**config.mk**
```make
export PLATFORM = sky130hd
export DESIGN_NAME = fetch_unit
export DESIGN_NICKNAME = d
export VERILOG_FILES = /design/src/rtl/fetch_unit_pkg.sv /design/src/rtl/fetch_unit_two_word_detect.sv /design/src/rtl/fetch_unit.sv
export SDC_FILE = /design/constraint.sdc
export NUM_CORES = 1
export LEC_CHECK = 0
export CORE_UTILIZATION = 53
export CTS_BUF_LIST = sky130_fd_sc_hd__clkbuf_2
export DETAILED_ROUTE_END_ITERATION = 8
export PLACE_DENSITY_LB_ADDON = 0.1
export RECOVER_POWER = 50
export SLEW_MARGIN = 20
export SYNTH_ARGS = -nofsm -noshare
export SYNTH_HDL_FRONTEND = slang
export SYNTH_SLANG_ARGS = --single-unit
```
**constraint.sdc**
```tcl
create_clock -name clk -period 3.9 [get_ports clk]
set_input_delay 0.78 -clock clk [delete_from_list [all_inputs] [get_ports clk]]
set_output_delay 0.78 -clock clk [all_outputs]
set_load 0.01 [all_outputs]
```
**src/rtl/fetch_unit_pkg.sv**
```systemverilog
// fetch_unit_pkg: opcode constants, FSM state encoding and NOP word shared by fetch and control
package fetch_unit_pkg;
  localparam logic [3:0] OP_NOP  = 4'b0000;
  localparam logic [3:0] OP_IADD = 4'b0110;
  localparam logic [3:0] OP_LDM  = 4'b1100;
  localparam logic [3:0] OP_LDD  = 4'b1101;
  localparam logic [3:0] OP_STD  = 4'b1110;
  localparam logic [15:0] NOP_WORD = 16'h0000;
  typedef enum logic [1:0] {BOOT = 2'd0, RUN = 2'd1, INT_VEC = 2'd2} state_e;
endpackage

```
**src/rtl/fetch_unit_two_word_detect.sv**
```systemverilog
// two_word_detect: opcode -> is_two_word (1 when the next memory word is an immediate)
module two_word_detect
  import fetch_unit_pkg::*;
(
  input  logic [3:0] opcode,
  output logic       is_two_word
);
  assign is_two_word = opcode inside {OP_IADD, OP_LDM, OP_LDD, OP_STD};
endmodule

```
**src/rtl/fetch_unit.sv**
```systemverilog
// fetch_unit: PC/FSM/IF-ID register; in clk,reset(n),imem_data,stall,branch_*,int_req; out imem_addr,if_id_*,int_ack,int_ret_pc
module fetch_unit
  import fetch_unit_pkg::*;
#(
  parameter int PC_W = 16,
  parameter int INSTR_W = 16,
  parameter logic [PC_W-1:0] RESET_VEC_ADDR = '0,
  parameter logic [PC_W-1:0] INT_VEC_ADDR = PC_W'(1)
) (
  input  logic               clk,
  input  logic               reset,
  output logic [PC_W-1:0]    imem_addr,
  input  logic [INSTR_W-1:0] imem_data,
  input  logic               stall,
  input  logic               branch_taken,
  input  logic [PC_W-1:0]    branch_target,
  input  logic               int_req,
  output logic [INSTR_W-1:0] if_id_instr,
  output logic               if_id_imm,
  output logic [PC_W-1:0]    if_id_pc1,
  output logic               int_ack,
  output logic [PC_W-1:0]    int_ret_pc
);
  state_e state_q, state_d;
  logic [PC_W-1:0] pc_q, pc_d, pc1_q, pc1_d, ret_pc_q, ret_pc_d;
  logic [INSTR_W-1:0] instr_q, instr_d;
  logic imm_q, imm_d, imm_expect_q, imm_expect_d;
  logic int_pending_q, int_pending_d, int_ack_q, int_ack_d;
  logic is_two_word, take_int;
  logic [PC_W-1:0] pc_inc;
  two_word_detect u_detect (
    .opcode      (imem_data[INSTR_W-1 -: 4]),
    .is_two_word (is_two_word)
  );
  // never split an opcode from its immediate word
  assign take_int = int_pending_q && !imm_expect_q;
  assign pc_inc = pc_q + PC_W'(1);
  always_ff @(posedge clk or negedge reset) begin
    if (!reset) begin
      state_q       <= BOOT;
      pc_q          <= '0;
      instr_q       <= '0;
      imm_q         <= 1'b0;
      pc1_q         <= '0;
      ret_pc_q      <= '0;
      imm_expect_q  <= 1'b0;
      int_pending_q <= 1'b0;
      int_ack_q     <= 1'b0;
    end else begin
      state_q       <= state_d;
      pc_q          <= pc_d;
      instr_q       <= instr_d;
      imm_q         <= imm_d;
      pc1_q         <= pc1_d;
      ret_pc_q      <= ret_pc_d;
      imm_expect_q  <= imm_expect_d;
      int_pending_q <= int_pending_d;
      int_ack_q     <= int_ack_d;
    end
  end
  always_comb begin
    state_d = state_q;
    case (state_q)
      BOOT:    state_d = RUN;
      RUN:     state_d = (!branch_taken && !stall && take_int) ? INT_VEC : RUN;
      INT_VEC: state_d = stall ? INT_VEC : RUN;
      default: state_d = BOOT;
    endcase
  end
  always_comb begin
    imem_addr     = state_q == BOOT ? RESET_VEC_ADDR : state_q == INT_VEC ? INT_VEC_ADDR : pc_q;
    pc_d          = pc_q;
    instr_d       = instr_q;
    imm_d         = imm_q;
    pc1_d         = pc1_q;
    ret_pc_d      = ret_pc_q;
    imm_expect_d  = imm_expect_q;
    int_pending_d = int_pending_q | int_req;
    int_ack_d     = 1'b0;
    case (state_q)
      BOOT: begin
        pc_d         = PC_W'(imem_data);
        instr_d      = INSTR_W'(NOP_WORD);
        imm_d        = 1'b0;
        imm_expect_d = 1'b0;
      end
      RUN: begin
        if (branch_taken) begin
          pc_d         = branch_target;
          instr_d      = INSTR_W'(NOP_WORD);
          imm_d        = 1'b0;
          imm_expect_d = 1'b0;
        end else if (stall) begin
          pc_d = pc_q;
        end else if (take_int) begin
          instr_d       = INSTR_W'(NOP_WORD);
          imm_d         = 1'b0;
          ret_pc_d      = pc_q;
          int_ack_d     = 1'b1;
          int_pending_d = 1'b0;
        end else begin
          instr_d      = imem_data;
          imm_d        = imm_expect_q;
          imm_expect_d = !imm_expect_q && is_two_word;
          pc_d         = pc_inc;
          pc1_d        = pc_inc;
        end
      end
      INT_VEC: begin
        // a branch resolving behind the interrupt becomes the handler's return point
        ret_pc_d = branch_taken ? branch_target : ret_pc_q;
        if (!stall) begin
          pc_d    = PC_W'(imem_data);
          instr_d = INSTR_W'(NOP_WORD);
          imm_d   = 1'b0;
        end
      end
      default: pc_d = pc_q;
    endcase
  end
  assign if_id_instr = instr_q;
  assign if_id_imm   = imm_q;
  assign if_id_pc1   = pc1_q;
  assign int_ack     = int_ack_q;
  assign int_ret_pc  = ret_pc_q;
endmodule

```
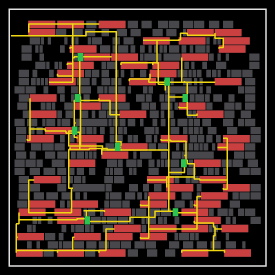
**Above:** clock distribution.
Scale: 3 px per um.
clock wires: shown in yellow, length 857 um. flip-flops: shown in red, count 70. clock drivers: shown in green, count 9.
There are 10 routed clock nets.

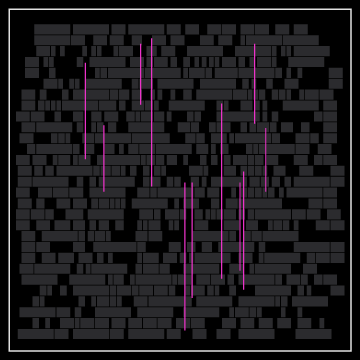
**Above:** metal 4.
Scale: 4 px per um. Cells faint in the background.
10 nets have wire on it. The wires run mostly vertical. The longest straight run is 43.5 um.
Routed WL: 9570 um
routed via count: 3241

==> flow_summary.toml <==
# physical design summary
[status]
status = "complete, but fails checks"
violations = "capacitance limit, slew limit"

[final_timing]
finalCritPeriodShare_pct = 79.1
clock-skew-final_ns = 0.0176
slew_violations = 45
whs_ns = 0.488
worst_slew_pin_slew_ns = 2.40
post-route-min-period_ns = 3.09
timing.fmax_mhz = 324
slew_headroom_pct = -60.1

[route]
drt_iter0_markers = 215
drc = 0
firstDrtPassIters = 5
vias_per_cell = 5.76
postRouteAntennaNets = 0

[final_layout]
seq-cell-share_pct = 36.2
diodes = 0
clkbuf_count = 9
synthToLayoutAreaGrowth_pct = 32.2
final_cells = 563
design.seq.count = 70
buf_share_pct = 22.3
regArea_sq_um = 1750
comb_area_sq_um = 1710
clk_share_pct = 3.75
inv_count = 4
final_layout_top_logic_cells = "dfrtp_1, clkdlybuf4s50_1, nand2_1"

[synth]
ys_ff = 70
ys_seq_share_pct = 47.9
synthFlopType = "dfrtp_1"
edf_count = 0
synth_area_per_cell_sq_um = 9.45
synthesis.instances = 387
ys_cells = 387
yosys_area_sq_um = 3660
fp_nets = 425

[clocking]
cts.repair.resized = 0
clk_pin_slew_worst_paths_ns = 0.18
cts_tree = "built"
cts_root_buf = "clkbuf_2"
cts.path.max_buffers = 2
cts_buffers = 9
cts_setup_buffers = 0
htreeDepth = 3

[placement]
io_buffers = 102
place_inst = 547
gp_congestion = 0.838

[worst_setup_path]
r2r_end = "int_ret_pc[12]"
arrival_ns = 2.31
startpoint_type = "flip-flop"
cp_max_fo = 30
regToRegSetupSlack_ns = 1.06

[pwr]
power_leakage_nw = 2.12
power_density_nw_per_um2 = 657
p_total_w = 0.00318
ir_drop_uv = 423

[floorplanning]
io_pins = 103
chipWidth_um = 85.1
fp_util_pct = 56.3
nWellTaps = 77
die_h_um = 85.1
core_area_sq_um = 6490

[global_routing]
grt_max_degree = 45
grt_pass1_vias = 3213
antenna_found_initial = 0

[job]
warning_count = 26
maxCapViolCount = 1
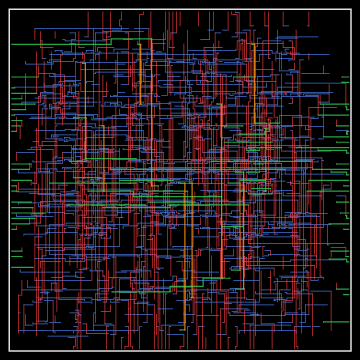
**Above:** signal wires by layer.
Scale: 4 px per um.
metal 2: shown in red, wire length 4660 um. metal 4: shown in orange, wire length 287 um. metal 3: shown in green, wire length 625 um. metal 1: shown in blue, wire length 3990 um.
post-DR wirelength/cell: 17.0 um
Total GRT Usage: 28.7%

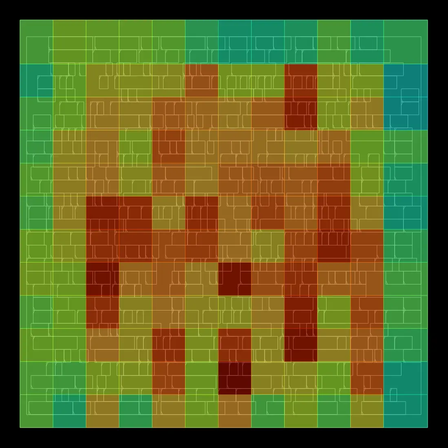
**Above:** routing congestion.
grt met1 use: 38.5%
global routing usage on met2: 45.7%
final core utilization: 74.5%

## cell usage after synthesis (all sizes together) (2+ instances only)
library cell	instances	area, sq um
nor4	2	18.8
nand3	31	160
nor2	37	149
inv	4	15.0
nand2	58	218
and3	3	18.8
nand4	3	18.8
a21oi	27	135
o21ai	22	110
buf	16	90.1
o22a	2	17.5
o221ai	2	17.5
xor2	3	33.8
nor2b	2	12.5
xnor2	11	96.3
a31oi	3	18.8
nor3	5	30.0
mux2i	20	200
a221o	2	20.0
o21a	4	30.0
a21o	5	38.8
and2	15	93.8
o211ai	4	30.0
clkbuf	12	95.1
mux2	7	78.8
dfrtp	70	1750
nand2b	3	18.8
## cells by family (layout without fill, tap and decap cells)
group           after synthesis  after routing  synth area share, %
buf+inv                      32            131                 5.47
flops                        70             70                 47.9
mux                          27             27                 7.63
xor+xnor                     14             14                 3.56
simple gates                164            164                 21.2
compound gates               79             79                 13.9
fa+ha+maj                     1              1                0.342
## critical path, stage by stage, from the launching register on
cell and delay, ns:
dfrtp_1 1.01, nor2b_2 0.10, a21o_2 0.22, clkdlybuf4s50_1 0.48
## report_power, final
group / internal [W] / switching (W)
logic: 0.000716 / 0.000630
clock network: 0.000338 / 0.000262
registers: 0.000971 / 0.000261
## how the worst max path moves through the flow
stage	slack (ns)	to	depth (start not counted)
final	0.81	imem_addr[0]	3
after global routing	0.65	if_id_pc1[1]	2
after CTS	0.82	imem_addr[0]	3
after detailed placement	1.03	if_id_pc1[6]	7
after global placement	1.08	pc_q[7]	8
after floorplan	1.86	imem_addr[0]	5
## metal layers
layer	up-vias	global-route usage, %	part of all wire, %
li1	1530	-	-
met4	0	14.5	3.0
met2	134	45.7	49
met1	1551	38.5	42
met5	-	0	0
met3	26	4.09	6.5
